File: src/rtl/seg7_pkg.sv
// Shared definitions for the 7-segment scan controller: FSM encoding, blank code, digit-select helper.
package seg7_pkg;

  localparam int unsigned MAX_DIGITS = 8;

  localparam logic [1:0] S_OFF   = 2'd0;
  localparam logic [1:0] S_SHOW  = 2'd1;
  localparam logic [1:0] S_BLANK = 2'd2;

  localparam logic [7:0] SEG_BLANK_CODE = 8'hFF;

  // One-hot digit select (or all-inactive when on=0), with selectable polarity
  function automatic logic [MAX_DIGITS-1:0] sel_vec(input logic on, input logic [2:0] idx,
                                                    input logic active_low);
    logic [MAX_DIGITS-1:0] v;
    v = on ? (MAX_DIGITS'(1) << idx) : '0;
    return active_low ? ~v : v;
  endfunction

endpackage

File: src/rtl/seg7_slot_timer.sv
// Loadable down-counter timing one SHOW or BLANK slot; tc_c flags the last cycle of the slot.
module seg7_slot_timer #(
  parameter int unsigned W = 16
) (
  input  logic         clk,
  input  logic         rst,
  input  logic         load,
  input  logic [W-1:0] load_val,
  output logic [W-1:0] cnt,
  output logic         tc_c
);

  always_ff @(posedge clk or negedge rst) begin
    if (!rst) begin
      cnt <= '0;
    end else if (load) begin
      cnt <= load_val;
    end else if (cnt != '0) begin
      cnt <= cnt - W'(1);
    end
  end

  assign tc_c = (cnt == '0);

endmodule

File: src/rtl/seg7_scan_ctrl.sv
// Time-multiplexed 7-seg scan controller with shadowed frame updates and inter-digit blanking.
// Define SEG7_LZB_EN to enable leading-zero blanking.
module seg7_scan_ctrl
  import seg7_pkg::*;
#(
  parameter int unsigned NUM_DIGITS     = 4,
  parameter int unsigned DIV            = 50000,
  parameter int unsigned BLANK_CYC      = 500,
  parameter int unsigned ACTIVE_LOW_SEL = 1
) (
  input  logic                    clk,
  input  logic                    rst,
  input  logic                    enable,
  input  logic                    load,
  input  logic [4*NUM_DIGITS-1:0] digits_in,
  output logic [7:0]              dig_val,
  output logic [NUM_DIGITS-1:0]   digit_sel,
  output logic                    frame_done,
  output logic                    pending
);

  localparam int unsigned DATA_W  = 4 * NUM_DIGITS;
  localparam int unsigned IDX_W   = $clog2(NUM_DIGITS);
  localparam int unsigned CNT_MAX = (DIV > BLANK_CYC) ? DIV : BLANK_CYC;
  localparam int unsigned CNT_W   = $clog2(CNT_MAX + 1);

  localparam logic [IDX_W-1:0]      IDX_LAST   = IDX_W'(NUM_DIGITS - 1);
  localparam logic [CNT_W-1:0]      SHOW_LOAD  = CNT_W'(DIV - 1);
  localparam logic [CNT_W-1:0]      BLANK_LOAD = CNT_W'(BLANK_CYC - 1);
  localparam logic                  SEL_POL    = (ACTIVE_LOW_SEL != 0);
  localparam logic [NUM_DIGITS-1:0] SEL_IDLE   = NUM_DIGITS'(sel_vec(1'b0, 3'd0, SEL_POL));

  logic [1:0]            state, state_nx;
  logic [IDX_W-1:0]      idx, idx_nx;
  logic                  tmr_load;
  logic [CNT_W-1:0]      tmr_val, cnt, cnt_nx;
  logic                  tc_c;
  logic [DATA_W-1:0]     active, active_nx, shadow, shadow_nx;
  logic                  pending_nx;
  logic [3:0]            nib;
  logic                  lzb;
  logic [7:0]            dig_val_nx;
  logic [NUM_DIGITS-1:0] digit_sel_nx;
  logic                  frame_done_nx;

  seg7_slot_timer #(.W(CNT_W)) u_timer (
    .clk      (clk),
    .rst      (rst),
    .load     (tmr_load),
    .load_val (tmr_val),
    .cnt      (cnt),
    .tc_c     (tc_c)
  );

  always_ff @(posedge clk or negedge rst) begin
    if (!rst) begin
      state <= S_OFF;
      idx   <= '0;
    end else begin
      state <= state_nx;
      idx   <= idx_nx;
    end
  end

  // Scan sequencing: each slot ends on the timer's terminal count
  always_comb begin
    state_nx = state;
    idx_nx   = idx;
    tmr_load = 1'b0;
    tmr_val  = '0;
    if (!enable) begin
      state_nx = S_OFF;
      idx_nx   = '0;
      tmr_load = 1'b1;
    end else begin
      case (state)
        S_OFF: begin
          state_nx = S_SHOW;
          idx_nx   = '0;
          tmr_load = 1'b1;
          tmr_val  = SHOW_LOAD;
        end
        S_SHOW: begin
          if (tc_c) begin
            state_nx = S_BLANK;
            tmr_load = 1'b1;
            tmr_val  = BLANK_LOAD;
          end
        end
        S_BLANK: begin
          if (tc_c) begin
            state_nx = S_SHOW;
            idx_nx   = (idx == IDX_LAST) ? '0 : idx + IDX_W'(1);
            tmr_load = 1'b1;
            tmr_val  = SHOW_LOAD;
          end
        end
        default: begin
          state_nx = S_OFF;
          idx_nx   = '0;
          tmr_load = 1'b1;
        end
      endcase
    end
    cnt_nx = tmr_load ? tmr_val : (tc_c ? '0 : cnt - CNT_W'(1));
  end

  // Frame data: loads land in shadow and are promoted only at the frame boundary or while off
  always_comb begin
    active_nx  = active;
    shadow_nx  = shadow;
    pending_nx = pending;
    if (load) begin
      shadow_nx = digits_in;
      if (state == S_OFF || frame_done) begin
        active_nx  = digits_in;
        pending_nx = 1'b0;
      end else begin
        pending_nx = 1'b1;
      end
    end else if (pending && (frame_done || (state == S_OFF && enable))) begin
      active_nx  = shadow;
      pending_nx = 1'b0;
    end
  end

  always_comb begin
    nib = '0;
    for (int i = 0; i < int'(NUM_DIGITS); i++) begin
      if (idx_nx == IDX_W'(i)) nib = active_nx[4*i +: 4];
    end
  end

`ifdef SEG7_LZB_EN
  logic zacc;
  // A digit is suppressed when it and every more-significant nibble are zero; digit 0 never is
  always_comb begin
    zacc = 1'b1;
    lzb  = 1'b0;
    for (int i = int'(NUM_DIGITS) - 1; i >= 0; i--) begin
      zacc = zacc & (active_nx[4*i +: 4] == 4'h0);
      if (i != 0 && idx_nx == IDX_W'(i)) lzb = zacc;
    end
  end
`else
  assign lzb = 1'b0;
`endif

  always_comb begin
    dig_val_nx    = SEG_BLANK_CODE;
    digit_sel_nx  = SEL_IDLE;
    frame_done_nx = (state_nx == S_BLANK) && (idx_nx == IDX_LAST) && (cnt_nx == '0);
    if (state_nx == S_SHOW) begin
      dig_val_nx   = lzb ? SEG_BLANK_CODE : {4'h0, nib};
      digit_sel_nx = NUM_DIGITS'(sel_vec(1'b1, 3'(idx_nx), SEL_POL));
    end
  end

  always_ff @(posedge clk or negedge rst) begin
    if (!rst) begin
      active     <= '0;
      shadow     <= '0;
      pending    <= 1'b0;
      dig_val    <= SEG_BLANK_CODE;
      digit_sel  <= SEL_IDLE;
      frame_done <= 1'b0;
    end else begin
      active     <= active_nx;
      shadow     <= shadow_nx;
      pending    <= pending_nx;
      dig_val    <= dig_val_nx;
      digit_sel  <= digit_sel_nx;
      frame_done <= frame_done_nx;
    end
  end

endmodule

File: config.mk
export PLATFORM = sky130hd
export DESIGN_NAME = seg7_scan_ctrl
export DESIGN_NICKNAME = d
export VERILOG_FILES = /design/src/rtl/seg7_pkg.sv /design/src/rtl/seg7_slot_timer.sv /design/src/rtl/seg7_scan_ctrl.sv
export SDC_FILE = /design/constraint.sdc
export NUM_CORES = 1
export LEC_CHECK = 0
export CORE_ASPECT_RATIO = 1.5
export CORE_MARGIN = 2
export CORE_UTILIZATION = 24
export DETAILED_ROUTE_END_ITERATION = 8
export HOLD_SLACK_MARGIN = 0.1
export PLACE_DENSITY = 0.49
export REMOVE_ABC_BUFFERS = 1
export SLEW_MARGIN = 10
export SYNTH_ARGS = -nofsm -noshare
export SYNTH_HDL_FRONTEND = slang
export SYNTH_SLANG_ARGS = --single-unit
File: constraint.sdc
create_clock -name clk -period 6.29 [get_ports clk]
set_clock_uncertainty 0.2 [all_clocks]
set_input_delay 1.258 -clock clk [delete_from_list [all_inputs] [get_ports clk]]
set_output_delay 1.258 -clock clk [all_outputs]
set_load 0.02 [all_outputs]
==> results.yml <==
# physical design summary
logic_synthesis:
  synth.yosys.warnings: 0
  postSynthRegisterBits: 63
  ys_seq_share_pct: 46.67
  synthesized_area_per_cell_um2: 9.424
  synthesis.instances: 361
  synth-area-yosys_um2: 3402
  ff_type: "dfrtp_1"
  synth_async_sr_flop_share_pct: 100.0
  ys_types: 49
run_status:
  outcome: "finished clean"
cts:
  cts.repair_timing.setup_buffer_count: 0
  ctsRootBufferMaster: "clkbuf_16"
  clock_pin_transition_on_the_worst_setup_and_hold_timing_paths_ps: 50
  cts.sink_count: 63
  post_cts_hold_buffer_count: 0
  clock_tree.buffer_depth: 2
  cts-htree-levels: 3
  cts_repair_resize_count: 0
  tritoncts.num_buffers: 9
worst_setup_path:
  worstPathCellList: "clkdlybuf4s50_1 -> a21o_1 -> nand2_1 -> a211oi_1 -> a311oi_1 -> a211oi_1 -> o21ai_0"
  cp_top_family: "AND-OR/OR-AND gates"
  timing_worst_setup_path_type: "in2reg"
  cp.required_ps: 6320
  crit_path_end_kind: "flop"
  critical-path-slowest-cell: "clkdlybuf4s50_1"
  cp_slowest_stage_delay_ps: 630
  setup.worst_path.start_class: "input port"
  cp_common_cell: "a211oi_1"
  critical_path.reg2reg.startpoint: "u_timer.cnt[3]"
  critical_path.max_fanout: 16
  crit_path_start: "enable"
grt:
  global_route_wire_length_before_repair_um: 15060
  grt_pass1_vias: 2985
  grt_max_degree: 64
  number_of_antenna_violations_at_the_first_check_in_global_routing: 0
  grt_overflow_total: 0
  grt.total_usage_pct: 12.89
floorplanning:
  placement_rows: 53
  fp.dieArea_um2: 15160
  ioPinCount: 34
  dieHeight_um: 149.8
  placeableCoreArea_um2: 13930
  initCoreUtil_pct: 24.43
  die_w_um: 101.2
pwr:
  power_leakage_nw: 1.708
  power-per-cell-area_nw_per_um2: 359.0
  irDropWorstVdd_uv: 101.7
run:
  number_of_maximum_capacitance_violations: 0
route:
  route.met2.wl_um: 4707
  num_vias: 2881
  drc: 0
  wl_met1_um: 3852
  wl_um: 9107
  drtAntennaViolNets: 0
  drt_iter0_markers: 119
  highest-signal-layer: "met4"
  detail_route.first_pass.iterations: 7
  met3WireLength_um: 315
  viasPerCell: 5.219
  wire_per_inst_um: 16.50
final_layout:
  finalInstanceArea_um2: 4187
  fill_cells: 1455
  final_nets: 409
  drive_above_1_share_pct: 13.18
  antennaDiodeCount: 0
  logic_area_um2: 1687
  areaGrowthSynthToFinish_pct: 23.06
  flop_area_um2: 1588
placed_design:
  port_buffers: 33
  dpl-instance-area_um2: 3832
  detailed_place_hpwl_um: 6310
  globalplace.congestion: 0.7926
timing:
  rsz0062_at_grt: "false"
  hold_vio_cnt_final: 0
  tns_ps: 0
  slew_viol_final: 0
  worst_slew_pin_slew_ps: 1145
  worst_slew_margin_rel_pct: 23.35
  fmax_ghz: 0.2850
hold_path:
  hold_path.class: "reg2reg"
  hold_start: "shadow[0]"
## cell families after synthesis
kind of cell             count (synthesis)  synth area share (%)
AND-OR/OR-AND                           90                 17.80
AND/OR/NAND/NOR                        141                 20.23
flip-flops                              63                 46.67
buffers and inverters                   31                 4.082
XOR/XNOR                                13                 3.347
multiplexers                            16                 5.296
adder cells (fa/ha/maj)                  7                 2.574
## metal layers
layer,global-route usage [%],vias to the layer above
li1,-,1351
met1,15.35,1429
met2,22.02,81
met3,2.195,20
met4,6.554,0
met5,0,-
## area by class of cell
type / instances / share of cell area, %
multi-input combinational: 267 / 40.29
sequential: 63 / 37.93
timing repair buffer: 35 / 8.010
clock buffer: 11 / 5.798
tap: 165 / 4.931
clock inverter: 5 / 2.510
inverter: 6 / 0.5380
## registers in the layout, summed over array words and instances (netlist names)
name,flops
digit_sel,4
pending,1
shadow,16
dig_val,5
state,2
idx,2
active,16
frame_done,1
u_timer.cnt,16
## cell usage after synthesis (all sizes together) (10+ instances only)
cell | count | area share [%]
a211oi | 17 | 3.8
a21oi | 16 | 2.4
and3 | 10 | 1.8
clkbuf | 17 | 1.9
dfrtp | 54 | 40
mux2 | 16 | 5.3
nand2 | 60 | 6.6
nor2 | 24 | 2.6
nor3 | 10 | 1.5
o21ai | 20 | 2.9
## through the flow
step	hold slack, ps	util (%)	cells	power (mW)	setup WS (ps)
finish	300.9	30.06	552	1.503	2781
global route	321.2	30.06	552	1.595	2537
CTS	305.5	30.02	552	1.519	2783
detailed placement	293.5	27.52	536	0.9232	2433
global placement	284.1	27.52	536	0.9171	2493
floorplan	272.6	-	336	0.7814	2716
## worst paths after layout
path / endpoint / slack (ps) / depth (start not counted)
worst max-delay path: dig_val[0] / 2780 / 7
worst min-delay path: shadow[0] / 300 / 1
worst max register to register: digit_sel[0] / 2950 / 6
worst min register to register: shadow[0] / 300 / 1
max in group asynchronous: shadow[9] / 4430 / 2
min in group asynchronous: shadow[14] / 930 / 2
## layout by cell type (no fill, tap or decap), types with 7 or more instances in the layout
| cell type | instances |
|---|---|
| a31oi_1 | 9 |
| nand3_1 | 9 |
| xor2_1 | 8 |
| nor3_1 | 10 |
| mux2_2 | 16 |
| o21ai_0 | 17 |
| nor2_1 | 24 |
| ha_1 | 7 |
| and3_1 | 10 |
| clkbuf_16 | 9 |
| clkdlybuf4s50_1 | 31 |
| nand2_1 | 60 |
| a311oi_1 | 8 |
| a32oi_1 | 8 |
| dfstp_2 | 9 |
| dfrtp_1 | 54 |
| a211oi_1 | 16 |
| a21oi_1 | 16 |
## power breakdown
part | switching, mW | internal, mW
registers | 0.0566 | 0.472
logic | 0.236 | 0.153
clock network | 0.188 | 0.398
Figure 1. Clock network drawn from the DEF.
Scale: 3 px per µm.
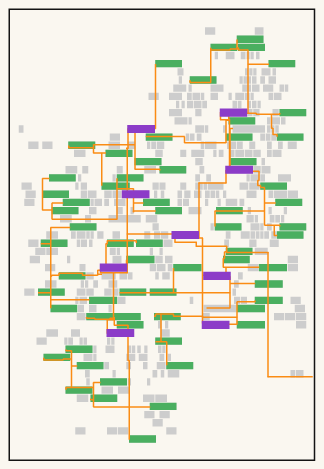
orange -> clock wires  # length 1,060 µm
purple -> clock-net drivers  # count 9
green -> flip-flops  # count 63
routed clock nets = 10

Figure 2. Cell classes on the final placement.
Scale: 2 px per µm. Fill, decap, tap and diode cells in gray.
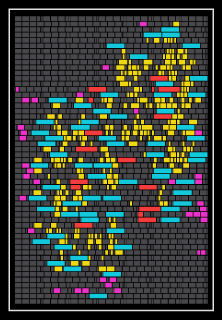
yellow -> remaining logic cells  # cells 273
red -> clock drivers and dummy loads  # cells 16
magenta -> remaining buffers and delay cells  # cells 35
cyan -> registers  # cells 63

Power and IR drop assume default switching activity.
